File: config.mk
export PLATFORM = sky130hd
export DESIGN_NAME = step_counter_flat
export DESIGN_NICKNAME = d
export VERILOG_FILES = /design/src/rtl/step_counter_if.sv /design/src/rtl/step_counter.sv /design/src/flat_wrapper.sv
export SDC_FILE = /design/constraint.sdc
export NUM_CORES = 1
export LEC_CHECK = 0
export ABC_AREA = 1
export CORE_UTILIZATION = 53
export CTS_CLUSTER_DIAMETER = 150
export DETAILED_ROUTE_END_ITERATION = 7
export HOLD_SLACK_MARGIN = 0.15
export PLACE_DENSITY_LB_ADDON = 0.3
export SYNTH_ARGS = -nofsm -noshare
export SYNTH_HDL_FRONTEND = slang
export SYNTH_SLANG_ARGS = --single-unit
File: constraint.sdc
create_clock -name clk -period 4.3 [get_ports clk]
set_input_delay 0.645 -clock clk [delete_from_list [all_inputs] [get_ports clk]]
set_output_delay 0.645 -clock clk [all_outputs]
set_load 0.03 [all_outputs]
File: src/rtl/step_counter_if.sv
// rtl/step_counter_if.sv - control/data bundle between a step_counter and its driver
interface step_counter_if #(
    parameter int WIDTH      = 7,
    parameter int STEP_WIDTH = 3
);
    logic                  load;
    logic [WIDTH-1:0]      d;
    logic                  en;
    logic [STEP_WIDTH-1:0] step;
    logic                  dir;
    logic                  sat;
    logic [WIDTH-1:0]      q;
    logic                  wrapped;
    logic                  sat_hit;

    modport master (
        output load, d, en, step, dir, sat,
        input  q, wrapped, sat_hit
    );

    modport slave (
        input  load, d, en, step, dir, sat,
        output q, wrapped, sat_hit
    );
endinterface

File: src/rtl/step_counter.sv
// rtl/step_counter.sv - registered loadable up/down stepper with wrap/saturate event flags
module step_counter #(
    parameter int WIDTH      = 7,
    parameter int STEP_WIDTH = 3,
    parameter int RESET_VAL  = 0
) (
    input  logic          clk,
    input  logic          reset,
    step_counter_if.slave bus
);
    localparam logic [WIDTH-1:0] MAX_VAL = {WIDTH{1'b1}};
    localparam logic [WIDTH-1:0] RST_Q   = WIDTH'(RESET_VAL);

    logic [WIDTH-1:0] q_r;
    logic [WIDTH-1:0] q_nxt;
    logic             wrapped_r;
    logic             wrapped_nxt;
    logic             sat_hit_r;
    logic             sat_hit_nxt;
    logic [WIDTH:0]   step_ext;
    logic [WIDTH:0]   sum;
    logic [WIDTH:0]   diff;

    // One extra bit on top carries the overflow (up) or borrow (down).
    assign step_ext = {{(WIDTH + 1 - STEP_WIDTH){1'b0}}, bus.step};
    assign sum      = {1'b0, q_r} + step_ext;
    assign diff     = {1'b0, q_r} - step_ext;

    // Next value and event flags: load beats en, en beats hold.
    always_comb begin
        q_nxt       = q_r;
        wrapped_nxt = 1'b0;
        sat_hit_nxt = 1'b0;
        if (bus.load) begin
            q_nxt = bus.d;
        end else if (bus.en) begin
            if (!bus.dir) begin
                if (sum[WIDTH] && bus.sat) begin
                    q_nxt       = MAX_VAL;
                    sat_hit_nxt = 1'b1;
                end else begin
                    q_nxt       = sum[WIDTH-1:0];
                    wrapped_nxt = sum[WIDTH];
                end
            end else begin
                if (diff[WIDTH] && bus.sat) begin
                    q_nxt       = '0;
                    sat_hit_nxt = 1'b1;
                end else begin
                    q_nxt       = diff[WIDTH-1:0];
                    wrapped_nxt = diff[WIDTH];
                end
            end
        end
    end

    // State register; reset acts immediately and drops any pending update.
    always_ff @(posedge clk or posedge reset) begin
        if (reset) begin
            q_r       <= RST_Q;
            wrapped_r <= 1'b0;
            sat_hit_r <= 1'b0;
        end else begin
            q_r       <= q_nxt;
            wrapped_r <= wrapped_nxt;
            sat_hit_r <= sat_hit_nxt;
        end
    end

    assign bus.q       = q_r;
    assign bus.wrapped = wrapped_r;
    assign bus.sat_hit = sat_hit_r;
endmodule

File: src/flat_wrapper.sv
// flat-port wrapper written by rule: the top's interface ports become plain ports
module step_counter_flat 
#(
    parameter int WIDTH      = 7,
    parameter int STEP_WIDTH = 3,
    parameter int RESET_VAL  = 0
)
  (clk, reset, bus_load, bus_d, bus_en, bus_step, bus_dir, bus_sat, bus_q, bus_wrapped, bus_sat_hit);
  step_counter_if #(.WIDTH(WIDTH), .STEP_WIDTH(STEP_WIDTH)) bus_i ();
  input  logic clk;
  input  logic reset;
  input wire logic [$bits(bus_i.load)-1:0] bus_load;
  input wire logic [$bits(bus_i.d)-1:0] bus_d;
  input wire logic [$bits(bus_i.en)-1:0] bus_en;
  input wire logic [$bits(bus_i.step)-1:0] bus_step;
  input wire logic [$bits(bus_i.dir)-1:0] bus_dir;
  input wire logic [$bits(bus_i.sat)-1:0] bus_sat;
  output wire logic [$bits(bus_i.q)-1:0] bus_q;
  output wire logic [$bits(bus_i.wrapped)-1:0] bus_wrapped;
  output wire logic [$bits(bus_i.sat_hit)-1:0] bus_sat_hit;
  assign bus_i.load = bus_load;
  assign bus_i.d = bus_d;
  assign bus_i.en = bus_en;
  assign bus_i.step = bus_step;
  assign bus_i.dir = bus_dir;
  assign bus_i.sat = bus_sat;
  assign bus_q = bus_i.q;
  assign bus_wrapped = bus_i.wrapped;
  assign bus_sat_hit = bus_i.sat_hit;
  step_counter #(.WIDTH(WIDTH), .STEP_WIDTH(STEP_WIDTH), .RESET_VAL(RESET_VAL)) u_core (.clk(clk), .reset(reset), .bus(bus_i));
endmodule
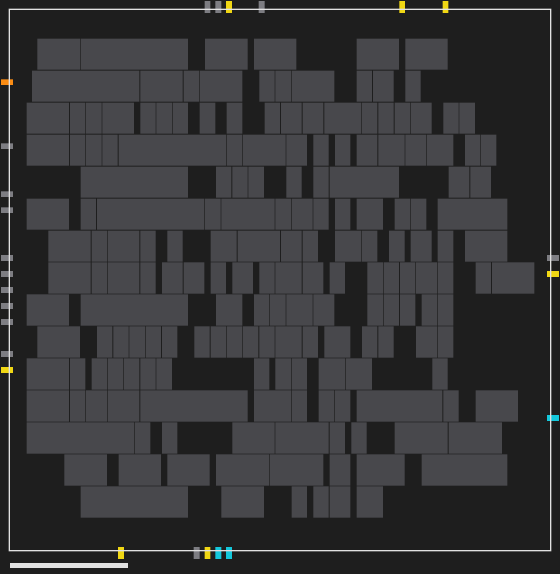
Figure 1: run 1, pin map.
The bar under the picture is 10 um long. Pins as bars across the die edge, other pins in gray.
- `bus_q`: yellow (pins 7; direction output; edge 3 top, 2 bottom, 1 left, 1 right)
- `bus_step`: cyan (pins 3; direction input; edge 2 bottom, 1 right)
- `clk`: orange (pins 1; direction input; edge left)

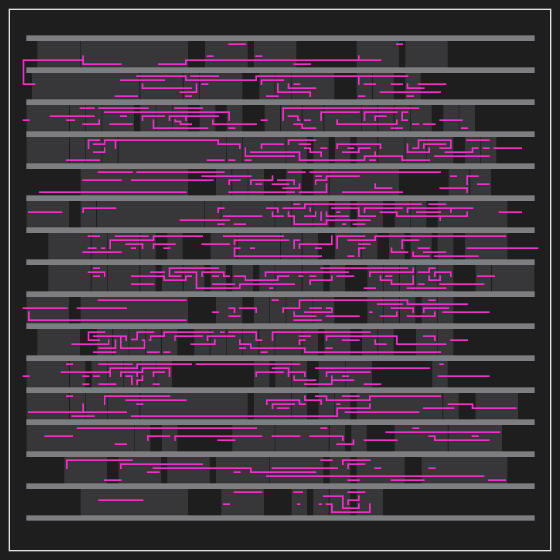
Figure 2: run 1, signal wires on met1.
Supply wires on this layer in gray. Cells faint in the background.
- wire length on this layer: 1040 um
- longest straight run: 18.4 um
- share of all routed wire: 40%

==> impl_metrics.env, run 1 <==
# physical design summary
export IMPL_status="completed"
export IMPL_worstSetupPathType="in -> reg"
export IMPL_crit_start="bus_step[0]"
export IMPL_post_cts_resized=0
export IMPL_grt_overflow=0
export IMPL_dr_first_iter_drc_count=59
export IMPL_worstHoldStart="u_core.bus.q[2]"
export IMPL_hold_path_endpoint="u_core.bus.q[2]"
export IMPL_cts_tree="done"
export IMPL_viasPerCell=5.36
export IMPL_tightest_slew_ns=0.691
export IMPL_mostFrequentLayoutCells="nand2_1 (56), clkdlybuf4s50_1 (24), nor2_1 (20)"
export IMPL_slew_limit_headroom_pct=53.7
export IMPL_cp_arrival_ns=2.53
export IMPL_skew_ns=0.000244
export IMPL_grt_total_usage_pct=27.9
export IMPL_n_antenna_cell=0
export IMPL_synth_seq_share_pct=22.0
export IMPL_critical_path_required_ns=4.45
export IMPL_synthMuxAreaShare_pct=0
export IMPL_coreArea_um2=1760
export IMPL_ys_chip_area_um2=1020
export IMPL_syn_inst=161
export IMPL_postCtsHoldBufs=0
export IMPL_timing_rr_end="u_core.bus.q[6]"
export IMPL_fillers=153
export IMPL_ir_drop_mv=0.265
export IMPL_numCtsBuffers=3
export IMPL_fin_hold_ws_ns=0.579
export IMPL_ys_sh_adder_pct=11.3
export IMPL_r2r_cells=14
export IMPL_end_kind="register"
export IMPL_hp_class="reg -> reg"
export IMPL_nNetsFinal=210
export IMPL_ys_cells=161
export IMPL_utilization_pct=73.0
export IMPL_finalSetupTns_ns=0
export IMPL_endpoint="u_core.bus.q[6]"
export IMPL_hold_viol=0
export IMPL_design_area_um2=1290
export IMPL_cp_depth=14
export IMPL_drtAntennaViolNets=0
export IMPL_finalPower_uw=398
export IMPL_crit_path_start_kind="primary input"
export IMPL_gp_congestion=0.958
export IMPL_max_cap_violations=0
export IMPL_leakage_uw=0.000667
export IMPL_clkSinkCount=9
export IMPL_stdcell_count=210
export IMPL_setup_ws_ns=1.91
export IMPL_final_max_slew_viol_count=0
export IMPL_grt_pass1_wl_mm=4.07
export IMPL_area_growth_pct=26.1
export IMPL_htreeDepth=1
export IMPL_xor_area_share_pct=1.71
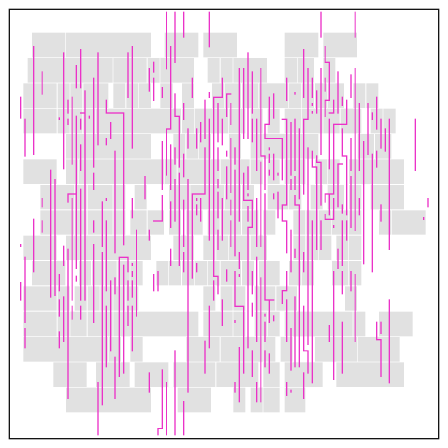
Figure 3: run 1, metal 2.
Cells faint in the background.
- main direction: vertical
- wire length on this layer: 1250 um
- nets with wire on the layer: 167
met2 Use GR: 45.4%
final wirelength: 2.58 mm
Via Count: 1125

-- run 1: report_power, final --
part	internal, uW	switching [uW]	total (uW)
registers	95.1	20.4	116
clock network	35.6	26.9	62.5
logic	85.1	135	220
total	216	182	398
-- run 1: worst min-delay path: stages (launching register included) --
cell and delay (ns):
dfrtp_1 0.41, nand2_1 0.08, nand2_1 0.06
-- run 1: area by class of cell --
class,instances,area (um^2),area share (%)
clock buffer,4,26.3,2.04
inverter,21,81.3,6.31
multi-input combinational,127,684,53.1
sequential,9,225,17.5
tap,25,31.3,2.43
timing repair buffer,24,240,18.6
-- run 1: synth_stat cells --
cell type | n | area (um^2)
nand2_2 | 5 | 31.3
dfrtp_1 | 9 | 225
nor2_1 | 20 | 75.1
a21oi_1 | 4 | 20.0
inv_1 | 14 | 52.6
a22oi_1 | 1 | 7.51
inv_4 | 1 | 6.26
ha_1 | 6 | 75.1
fa_1 | 2 | 40.0
nand4_1 | 3 | 18.8
buf_2 | 1 | 5.00
nor2_4 | 1 | 11.3
nor4_1 | 1 | 6.26
nor2_2 | 3 | 18.8
o21ai_0 | 1 | 5.00
nand3_2 | 3 | 30.0
clkbuf_1 | 1 | 3.75
buf_6 | 2 | 22.5
nand3_1 | 17 | 85.1
nand2_1 | 56 | 210
nor3_4 | 1 | 16.3
xor2_1 | 2 | 17.5
inv_2 | 6 | 22.5
a21oi_4 | 1 | 16.3
-- run 1: sequential cells by signal (all words and copies together) (netlist names) --
register            count
u_core.bus.sat_hit      1
u_core.bus.wrapped      1
u_core.bus.q            7
-- run 1: routing by layer --
layer  part of all wire, %  global-route usage [%]  vias up
met5                     0                       0        -
met4                   2.8                    17.1        0
met3                   8.1                    2.38        9
met2                    49                    45.4       71
met1                    40                    35.5      492
li1                      -                       -      553
Figure 4. Routing congestion (run 1).
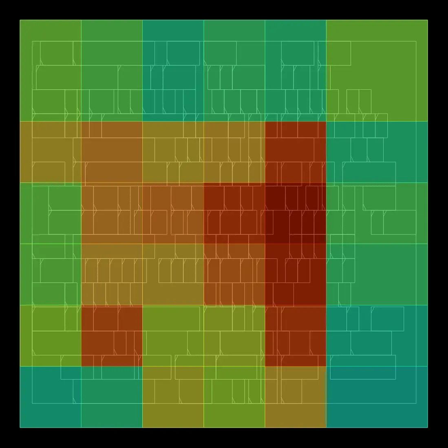

==> run 2: changes to the inputs <==
--- a/config.mk
+++ b/config.mk
@@ -6,7 +6,7 @@
 export NUM_CORES = 1
 export LEC_CHECK = 0
 export ABC_AREA = 1
-export CORE_UTILIZATION = 53
+export CORE_UTILIZATION = 44
 export CTS_CLUSTER_DIAMETER = 150
 export DETAILED_ROUTE_END_ITERATION = 7
 export HOLD_SLACK_MARGIN = 0.15
==> constraint.sdc (replaced) <==
create_clock -name clk -period 1.9 [get_ports clk]
set_input_delay 0.285 -clock clk [delete_from_list [all_inputs] [get_ports clk]]
set_output_delay 0.285 -clock clk [all_outputs]
set_load 0.03 [all_outputs]
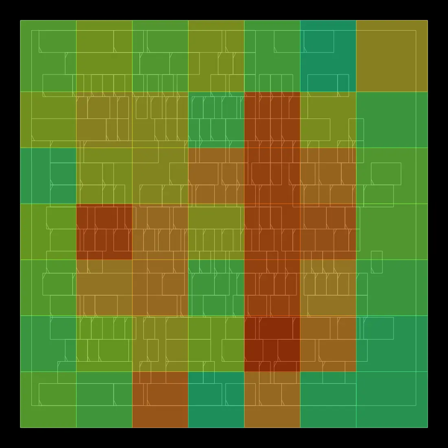
Figure 5: run 2, routing congestion.
M3 GR Usage: 1.21%
Avg WL per Cell: 11.6 um
met1 usage in global routing: 28.2%
met2 Use GR: 41.8%
Global Route Usage Sum: 23.2%

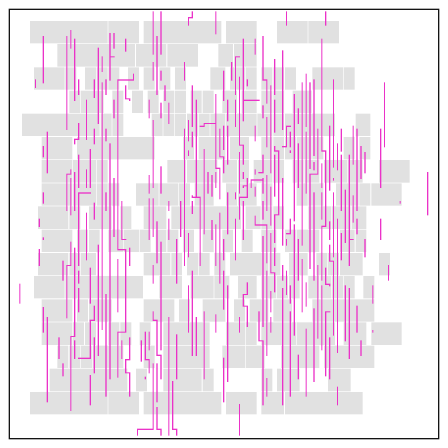
Figure 6: run 2, metal 2.
Cells faint in the background.
- nets with wire on the layer: 181
- longest straight run: 28.9 um
- main direction: vertical
- share of all routed wire: 49%
- wire length on this layer: 1290 um

==> run 2 against run 1 <==
  * Wire length grew 3.2%
  * Worst hold slack lost 0.30 ns
  * Non-clock buffer count grew 17
  * Synthesized cell count is the same
  * First-iteration DRC count shrank 49%
  * Final cell count grew 9.5%
  * Synthesized area is the same
  * Clock-buffer cell count is the same
==> impl_metrics.env, run 2 <==
# physical design summary
export IMPL_dr_first_iter_drc_count=30
export IMPL_synth_seq_share_pct=22.0
export IMPL_coreArea_um2=2190
export IMPL_hold_viol=0
export IMPL_top_cells_by_area="dfrtp_1 (22%), nand2_1 (21%), nand3_1 (8.3%), ha_1 (7.3%), nor2_1 (7.3%)"
export IMPL_synth_edff_count=0
export IMPL_utilization_pct=66.0
export IMPL_synthMuxAreaShare_pct=0
export IMPL_area_growth_pct=41.4
export IMPL_gp_congestion=0.903
export IMPL_synthTopCellsByCount="nand2_1 (56), nor2_1 (20), nand3_1 (17)"
export IMPL_ys_sh_adder_pct=11.3
export IMPL_status="completed"
export IMPL_top_layer_used="met4"
export IMPL_grt_busiest_layer="met2"
export IMPL_setup_ws_ns=0.0594
export IMPL_ys_chip_area_um2=1020
export IMPL_skew_ns=0.000180
export IMPL_slew_limit_headroom_pct=76.1
export IMPL_stdcell_count=230
export IMPL_ir_drop_mv=0.531
export IMPL_final_max_slew_viol_count=0
export IMPL_drtAntennaViolNets=0
export IMPL_clkSinkCount=9
export IMPL_hp_class="in -> async"
export IMPL_mostFrequentLayoutCells="nand2_1 (55), clkdlybuf4s50_1 (23), nor2_1 (20)"
export IMPL_nNetsFinal=227
export IMPL_drt_total_wl_mm=2.66
export IMPL_synthDominantCellAreaShare_pct=22.0
export IMPL_critical_path_required_ns=2.04
export IMPL_max_cap_violations=0
export IMPL_numCtsBuffers=3
export IMPL_n_antenna_cell=0
export IMPL_timing_rr_end="u_core.bus.wrapped"
export IMPL_ys_cells=161
## run 2: cell counts after synthesis
No cell type changed its count.
## run 2: report_power, final
part / internal [uW] / total [uW] / switching, uW
clock network: 81.1 / 151 / 69.8
registers: 215 / 259 / 44.2
logic: 250 / 565 / 315
total: 546 / 975 / 429
## run 2: worst max path at each step
| stage | from | end | slack, ns | cells after the start |
|---|---|---|---|---|
| global placement | bus_step[2] | u_core.bus.q[1] | -0.17 | 12 |
| floorplan | u_core.bus.q[0] | u_core.bus.q[6] | 0.04 | 14 |
| finish | bus_step[1] | u_core.bus.wrapped | 0.06 | 9 |
| detailed placement | bus_step[0] | u_core.bus.q[6] | -0.23 | 14 |
| CTS | bus_step[0] | u_core.bus.q[6] | 0.04 | 14 |
| global route | bus_step[1] | u_core.bus.q[3] | -0.005 | 12 |
## run 2: through the flow
step | area (um^2) | power [uW] | TNS [ns] | hold WS, ns
6_report | 1450 | 975 | 0 | 0.283
5_1_grt | 1450 | 1050 | -0.00496 | 0.362
4_1_cts | 1410 | 958 | 0 | 0.291
3_5_place_dp | 1390 | 803 | -1.56 | 0.556
3_3_place_gp | 1390 | 791 | -1.28 | 0.557
2_1_floorplan | 1020 | 614 | 0 | 0.113
## run 2: worst reg2reg max path, stage by stage, from the launching register on
cell and delay (ns):
dfrtp_1 0.49, ha_1 0.38, nor2_2 0.15, nand2_1 0.09, nand2_2 0.11, buf_4 0.12
a21oi_1 0.07, nor4_1 0.26
## run 2: area by class of cell
cell class	count	share of cell area [%]
Tap cell	28	2.42
Multi-Input combinational cell	127	48.9
Clock buffer	4	1.82
Sequential cell	9	15.6
Inverter	21	5.63
Timing Repair Buffer	41	25.6
## run 2: repair_timing
action / CTS / global route
setup endpoints to repair: 0 / 7
resized: 0 / 8
buffers inserted: 0 / 1
Figure 7. Port wiring (run 2).
The bar under the picture is 20 um long.
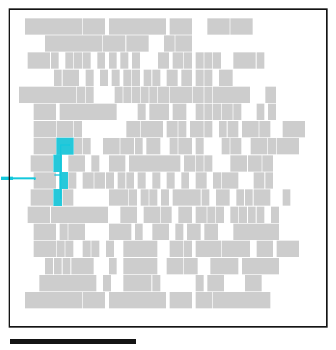

==> run 3: changes to the inputs <==
--- a/config.mk
+++ b/config.mk
@@ -6,11 +6,13 @@
 export NUM_CORES = 1
 export LEC_CHECK = 0
 export ABC_AREA = 1
+export CORE_MARGIN = 2
 export CORE_UTILIZATION = 44
 export CTS_CLUSTER_DIAMETER = 150
 export DETAILED_ROUTE_END_ITERATION = 7
 export HOLD_SLACK_MARGIN = 0.15
 export PLACE_DENSITY_LB_ADDON = 0.3
+export SKIP_LAST_GASP = 1
 export SYNTH_ARGS = -nofsm -noshare
 export SYNTH_HDL_FRONTEND = slang
 export SYNTH_SLANG_ARGS = --single-unit
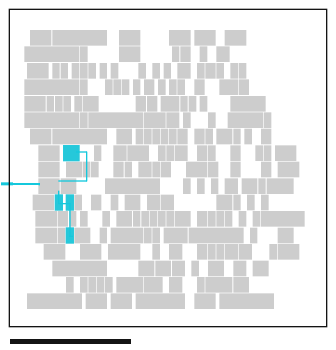
Figure 8: run 3, port wiring.
The bar under the picture is 20 um long.
- `bus_load`: cyan (bits 1; direction input; end cells 4; buffers 1; wire 25.3 um)

==> run 3 against run 2 <==
  * Synthesized area did not move
  * Via count fell by 1.3%
  * Critical path depth fell by 8
  * Clock skew rose by 0.0036 ns
  * Register-to-register slack got worse by 0.02 ns
  * Total power rose by 0.29%
  * Critical endpoint is now bus_q[1]
  * Largest cell class unchanged
  * Largest power group unchanged
==> impl_metrics.env, run 3 <==
# physical design summary
export IMPL_setup_viol=0
export IMPL_yosys_warnings=0
export IMPL_grt_pass1_wl_mm=4.75
export IMPL_pwr_share_clk_pct=15.4
export IMPL_drive_gt1_share_pct=23.6
export IMPL_max_cap_violations=0
export IMPL_power_leader="combinational cells"
export IMPL_wl_per_cell_um=12.7
export IMPL_ys_cells=161
export IMPL_ir_drop_mv=0.441
export IMPL_cts_root_buf="clkbuf_4"
export IMPL_dr_first_iter_drc_count=24
export IMPL_viasPerCell=4.95
export IMPL_max_stage_delay_ns=0.75
export IMPL_clkSinkCount=9
export IMPL_status="completed"
export IMPL_p_clk_uw=151
export IMPL_largest_reg_flops=7
export IMPL_top_area_cell="dfrtp_1"
export IMPL_async_reset_ff_share_pct=100
export IMPL_critical_path_required_ns=1.62
export IMPL_drt_pass1_iterations=4
export IMPL_critPathBufInv=1
export IMPL_n_antenna_cell=0
export IMPL_cts_reportedPaths_clkPinSlew_ns=0.06
export IMPL_syn_area_um2=1020
export IMPL_coreArea_um2=2210
export IMPL_cp_arrival_ns=1.60
export IMPL_p_seq_uw=267
export IMPL_skew_ns=0.00374
export IMPL_finalCriticalPeriod_ns=1.88
export IMPL_tightest_slew_ns=0.388
export IMPL_hp_class="in -> async"
export IMPL_synthTopCellsByCount="nand2_1 (56), nor2_1 (20), nand3_1 (17)"
export IMPL_top_cells_by_area="dfrtp_1 (22%), nand2_1 (21%), nand3_1 (8.3%), ha_1 (7.3%), nor2_1 (7.3%)"
export IMPL_grt_max_degree=13
export IMPL_synthDominantCellAreaShare_pct=22.0
export IMPL_die_h_um=52.2
export IMPL_switching_share_pct=45.1
export IMPL_drtAntennaViolNets=0
export IMPL_end_kind="primary output"
export IMPL_mostFrequentLayoutCells="nand2_1 (54), clkdlybuf4s50_1 (23), nor2_1 (20)"
export IMPL_clockBufferDepth=2
export IMPL_crit_path_start_kind="register"
export IMPL_p_int_uw=537
export IMPL_p_comb_share_pct=57.3
export IMPL_grt_pass1_vias=1115
export IMPL_drt_total_wl_mm=2.88
export IMPL_seqPwrFrac_pct=27.3
export IMPL_finalSetupTns_ns=0
export IMPL_worstSetupPathType="reg -> out"
export IMPL_top_cell="nand2_1"
export IMPL_p_switching_uw=441
export IMPL_final_max_slew_viol_count=0
export IMPL_fp_dieW_um=52.2
export IMPL_drc=0
export IMPL_grt_overflow=0
export IMPL_path_max_fanout=6
export IMPL_synth_seq_share_pct=22.0
export IMPL_syn_inst=161
export IMPL_cts_tree="done"
export IMPL_fillers=226
export IMPL_setup_ws_ns=0.0165
export IMPL_synth_edff_count=0
export IMPL_place_area_um2=1360
export IMPL_gp_congestion=0.921
export IMPL_grt_total_usage_pct=23.1
export IMPL_p_comb_uw=561
export IMPL_hold_viol=0
export IMPL_via_count=1124
export IMPL_htreeDepth=1
export IMPL_post_cts_buffers=0
export IMPL_ff_type="dfrtp_1"
export IMPL_port_buffers=24
export IMPL_numCtsBuffers=3
export IMPL_slew_limit_headroom_pct=73.9
export IMPL_num_rows=17
export IMPL_boundaryPins=25
export IMPL_post_cts_resized=0
export IMPL_initial_core_util_pct=46.2
export IMPL_nNetsFinal=224
export IMPL_design_area_um2=1440
export IMPL_fin_hold_ws_ns=0.282
export IMPL_postCtsHoldBufs=0
export IMPL_chipArea_um2=2720
export IMPL_leakage_uw=0.000738
export IMPL_syn_avg_cell_area_um2=6.35
export IMPL_area_growth_pct=41.0
export IMPL_ys_chip_area_um2=1020
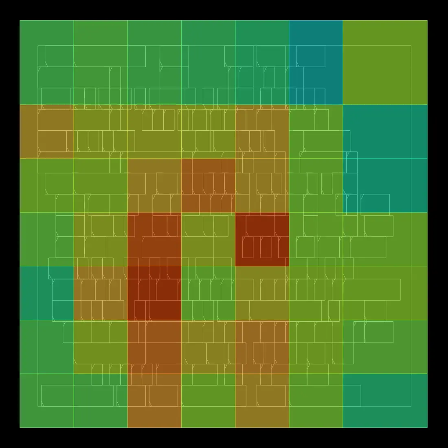
Figure 9: run 3, routing congestion.
met2 Use GR: 42.0%
met1 usage in global routing: 29.2%
M3 GR Usage: 0.857%
most crowded layer after global routing: met2

==> run 3: netlist changes by cell type in the layout (fill, tap and decap cells not counted), sizes merged <==
cell and delta:
buf -3
==> run 3: logic make-up after synthesis <==
logic type / Yosys count / share of synthesized area, %
AND/OR/NAND/NOR: 110 / 49.2
flip-flops: 9 / 22.0
buffers and inverters: 25 / 11.0
adder cells (fa/ha/maj): 8 / 11.3
XOR/XNOR: 2 / 1.71
AND-OR/OR-AND: 7 / 4.77
==> run 3: area by class of cell <==
cell class | count | area [um^2] | area share (%)
flip-flops and latches | 9 | 225 | 15.6
clock buffers | 4 | 26.3 | 1.82
well taps | 28 | 35.0 | 2.43
repair buffers | 38 | 348 | 24.1
multi-input cells | 127 | 726 | 50.3
inverters | 21 | 81.3 | 5.64
==> run 3: routing by layer <==
metal  wire [um]  part of all wire [%]  global-route usage (%)  vias up
li1            -                     -                       -      580
met1        1340                    47                    29.2      517
met2        1420                    49                    42.0       25
met3          99                   3.4                   0.857        2
met4          16                  0.56                    7.69        0
met5           0                     0                       0        -
==> run 3: final timing paths <==
| check | from | to | cells after the start |
|---|---|---|---|
| min reg2reg | u_core.bus.q[6] | u_core.bus.q[6] | 2 |
| max | u_core.bus.q[1] | bus_q[1] | 1 |
| min in group clk | bus_step[0] | u_core.bus.q[0] | 5 |
| min | reset | u_core.bus.sat_hit | 2 |
| max reg2reg | u_core.bus.q[0] | u_core.bus.q[6] | 11 |
| max in group asynchronous | reset | u_core.bus.q[6] | 2 |
==> run 3: metrics by stage <==
step | cells | total power (uW) | util (%)
5_1_grt | 227 | 1050 | 65.2
4_1_cts | 225 | 940 | 62.5
6_report | 227 | 978 | 65.2
3_3_place_gp | 221 | 773 | 61.3
2_1_floorplan | 161 | 614 | -
3_5_place_dp | 221 | 787 | 61.3
Power and IR drop assume default switching activity.
